==> run_1/sizes.png <==
Drawn at 4 px/um.
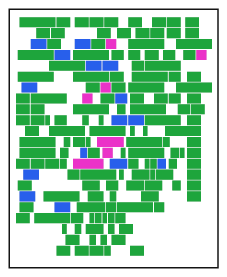
==> run_1/metal_density.png <==
Drawn at 6 px/um. 10 x 13 tiles, from dark purple (low) to yellow (high), scaled to the fullest tile. Values are wire area over tile area, all layers added.
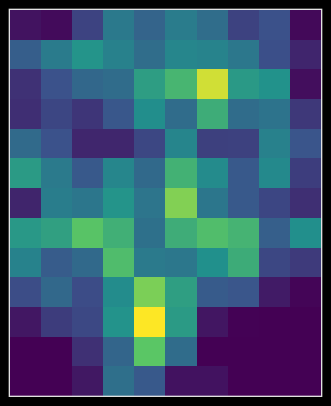
==> run_1/flops_by_reg.png <==
Drawn at 6 px/um. Other sequential cells in the stronger grey, the rest of the logic in the fainter grey.
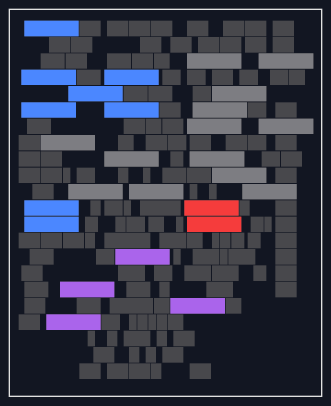
Design stack_ctrl, sky130hd; sources not shown.
==> reports/summary.txt, run 1 <==
status: finished clean
post-cts hold-fix buffer tally: 0
Crit. End Element: primary output
Synth logic family: AND-OR/OR-AND gates
dpl hpwl: 2.22 mm
post-synthesis compound-gate area fraction: 13.7%
Area Growth Syn to Fin: 43.3%
part of the power in registers: 35.2%
crit path DAT: 1920 ps
crit path buf inv count: 1
Worst slew margin: 68.5%
Post-CTS Setup Bufs: 0
worst hold-check path type: in2async
Die Height: 64.3 um
Top-area cell share: 50.7%
site row count: 22
diode count: 0
most frequent logic cell in the layout: clkdlybuf4s50_1
WP data required: 2300 ps
Top-Level Pins: 52
internal power: 1.37 mW
Crit Path Category: reg2out
largest net degree at the start of global routing: 28
most numerous logic cells after layout: clkdlybuf4s50_1, dfrtp_1, mux2_2
flops out of synthesis: 27
syn nets: 139
Critical Path, Cell by Cell: nor4_4 > clkdlybuf4s50_1
max-slew violation count: 0
unrepaired setup endpoints after global routing: false
worst slew pin tran: 472 ps
DR iter-0 viols: 24
post-CTS sizing: 0
Seq/Total Area, Yosys: 50.7%
Max Clock Skew: 1.53 ps
vias in the first global route: 1103
Cell variety after synth: 36
ys cells: 108
CP startpoint kind: flip-flop
clock slew at reported path FFs: 140 ps
H-tree levels: 1
clock share of power: 8.0%
first-pass GRT wire length: 4.84 mm
chip area: 3330 sq um
Syn Area/Cell: 12.3 sq um
About sizes.png:
_3 and _4 cells -> magenta  # cells 7, share 4.3%
_2 cells -> blue  # cells 15, share 9.3%
_0 and _1 cells -> green  # cells 139, share 86%
Final WS setup: 372 ps
nonclk buf count: 53

About metal_density.png:
fullest tile = 0.42
emptiest ninth of the die = south-east
nearly empty tiles = 12%
tiles over half the peak = 20%
mean over tiles = 0.13
total wire length: 2.92 mm
DR WL/cell: 14.8 um
via count: 1040
GRT Util Overall: 19.1%

About flops_by_reg.png:
depth -> purple  # placed flops 4
state_q -> red  # placed flops 2
stk_data_IN -> blue  # placed flops 8
seq pwr: 752 uW
Seq area share: 35.3%
final core occ: 64.9%

## run 1: cell families (layout without fill, tap and decap cells)
group,count (synthesis),in the layout
simple gates,25,25
buf+inv,10,63
flops,27,27
fa+ha+maj,8,8
mux,12,12
xor+xnor,3,3
compound gates,23,23
## run 1: final cells by class
type | count | area (sq um) | area share [%]
Tap cell | 36 | 45.0 | 2.36
Sequential cell | 27 | 676 | 35.3
Inverter | 6 | 22.5 | 1.18
Clock inverter | 1 | 5.00 | 0.262
Multi-Input combinational cell | 71 | 616 | 32.2
Timing Repair Buffer | 53 | 526 | 27.5
Clock buffer | 3 | 22.5 | 1.18
## run 1: power by group through the flow
stage | clock (mW) | sequential, mW | combinational, mW
2_1_floorplan | 0 | 0.737 | 0.688
3_3_place_gp | 0 | 0.751 | 1.16
3_5_place_dp | 0 | 0.761 | 1.22
4_1_cts | 0.178 | 0.752 | 1.22
5_1_grt | 0.192 | 0.780 | 1.33
6_report | 0.171 | 0.752 | 1.21
## run 1: synth_stat cells (all sizes together)
cell / instances
mux2: 11
o211ai: 1
o2bb2ai: 1
xnor2: 2
a311oi: 1
a2111o: 1
inv: 6
or3b: 1
xor2: 1
buf: 3
mux2i: 1
nand3: 6
fa: 1
a21oi: 4
and2: 2
o31ai: 2
nor2b: 2
or4b: 1
dfrtp: 27
nor3: 1
a22o: 8
o21ai: 3
a211oi: 1
clkbuf: 1
nand2b: 1
ha: 7
nor3b: 2
nor2: 2
nand2: 5
nor4: 1
a32o: 1
or2: 1
## run 1: metrics by stage
| stage | cell area, sq um | instances | setup WS (ps) | power, mW | hold WS, ps |
|---|---|---|---|---|---|
| floorplan | 1330 | 108 | 706 | 1.42 | 109 |
| global placement | 1880 | 193 | 664 | 1.91 | 474 |
| detailed placement | 1880 | 193 | 557 | 1.98 | 475 |
| CTS | 1910 | 197 | 361 | 2.15 | 453 |
| global route | 1910 | 197 | 231 | 2.30 | 465 |
| finish | 1910 | 197 | 372 | 2.14 | 445 |
## run 1: layer usage
| layer | global-route usage [%] | wire length, um |
|---|---|---|
| met5 | 0 | 0 |
| met4 | 3.72 | 9 |
| met1 | 24.8 | 1290 |
| met2 | 33.3 | 1530 |
| met3 | 2.86 | 83 |
==> run_1/placement.png <==
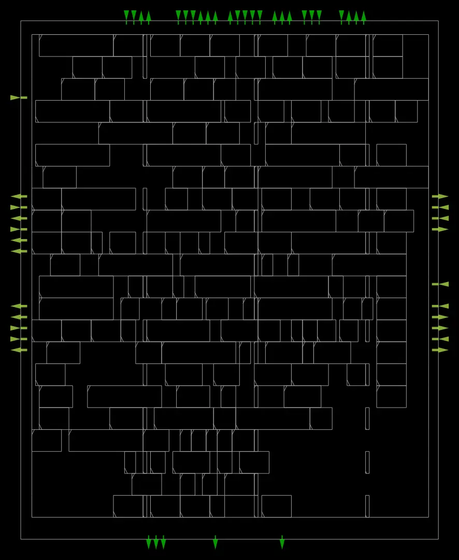

==> run 1 -> run 2 <==
==> constraint.sdc (replaced) <==
create_clock -name clk -period 2.7 [get_ports clk]
set_input_delay 0.405 -clock clk [delete_from_list [all_inputs] [get_ports clk]]
set_output_delay 0.405 -clock clk [all_outputs]
set_load 0.02 [all_outputs]
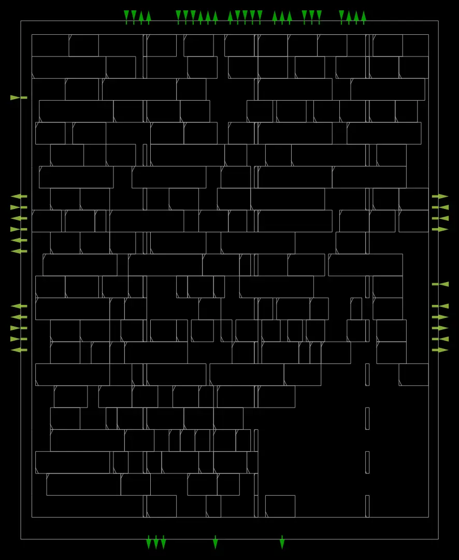
(run_2/placement.png)
site row count: 22
Seq area share: 35.3%
registers: 27

==> run 2 against run 1 <==
Net effect: count of clock-buffer cells in the layout unchanged; sequential share of layout area about the same; die size unchanged; register-to-register slack worse by 20 ps; non-clock buffer count unchanged; via count down 0.87%; clock skew up 12 ps; global-route usage up 0.19 points; synthesized cell count unchanged; first-iteration DRC count down 42%; critical endpoint is now full.
==> reports/summary.txt, run 2 <==
status: finished clean
first-pass GRT wire length: 4.75 mm
Post-CTS Setup Bufs: 0
Crit. End Element: primary output
internal power: 1.37 mW
flops out of synthesis: 27
chip area: 3330 sq um
total power: 2.36 mW
most numerous logic cells after layout: clkdlybuf4s50_1, dfrtp_1, mux2_2
M1 WL: 1.23 mm
met2 WL: 1.44 mm
diode count: 0
Top-area cell share: 50.7%
Crit Path Category: reg2out
H-tree levels: 1
Area Growth Syn to Fin: 43.5%
unrepaired setup endpoints after global routing: false
Syn Area/Cell: 12.3 sq um
part of the power in registers: 31.8%
CP startpoint kind: flip-flop
Die Height: 64.3 um
Cell variety after synth: 36
DR iter-0 viols: 14
number of enable flip-flop cells: 0
-- run 2: power by group through the flow --
stage | Sequential, mW | Combinational [mW] | Clock [mW]
3_3_place_gp | 0.748 | 1.39 | 0
4_1_cts | 0.753 | 1.44 | 0.185
6_report | 0.751 | 1.43 | 0.181
5_1_grt | 0.781 | 1.55 | 0.202
3_5_place_dp | 0.762 | 1.43 | 0
2_1_floorplan | 0.908 | 0.737 | 0
-- run 2: per-layer routing --
layer	up-vias	track usage (%)
met5	-	0
met4	0	7.09
met3	5	4.29
met2	29	32.3
met1	498	23.9
li1	499	-
-- run 2: cells by family after synthesis --
logic type	share of synthesized area, %
buffers and inverters	3.19
DFF	50.7
AOI/OAI and AO/OA	13.7
muxes	10.0
xor gates and xnor gates	1.97
adders and majority gates	8.07
and+or+nand+nor	12.4
-- run 2: final cells by class --
| type | instances | area (sq um) | area share [%] |
|---|---|---|---|
| timing repair buffer | 53 | 526 | 27.5 |
| clock inverter | 1 | 7.51 | 0.392 |
| tap | 36 | 45.0 | 2.35 |
| sequential | 27 | 676 | 35.3 |
| clock buffer | 3 | 22.5 | 1.18 |
| multi-input combinational | 71 | 616 | 32.2 |
| inverter | 6 | 22.5 | 1.18 |
-- run 2: critical path, stage by stage, from the launching register on --
cell and delay, ps:
dfrtp_1 510, nor3_1 390, and2_1 190, clkdlybuf4s50_1 600
-- run 2: stage by stage --
stage	std cells	setup slack, ps	area (sq um)	util, %	hold WS (ps)
finish	197	286	1910	65.0	420
global route	197	133	1910	65.0	440
CTS	197	267	1910	65.0	434
detailed placement	193	528	1880	64.0	478
global placement	193	665	1880	64.0	481
floorplan	108	563	1330	-	109
Power is estimated from default activity; no workload was simulated.
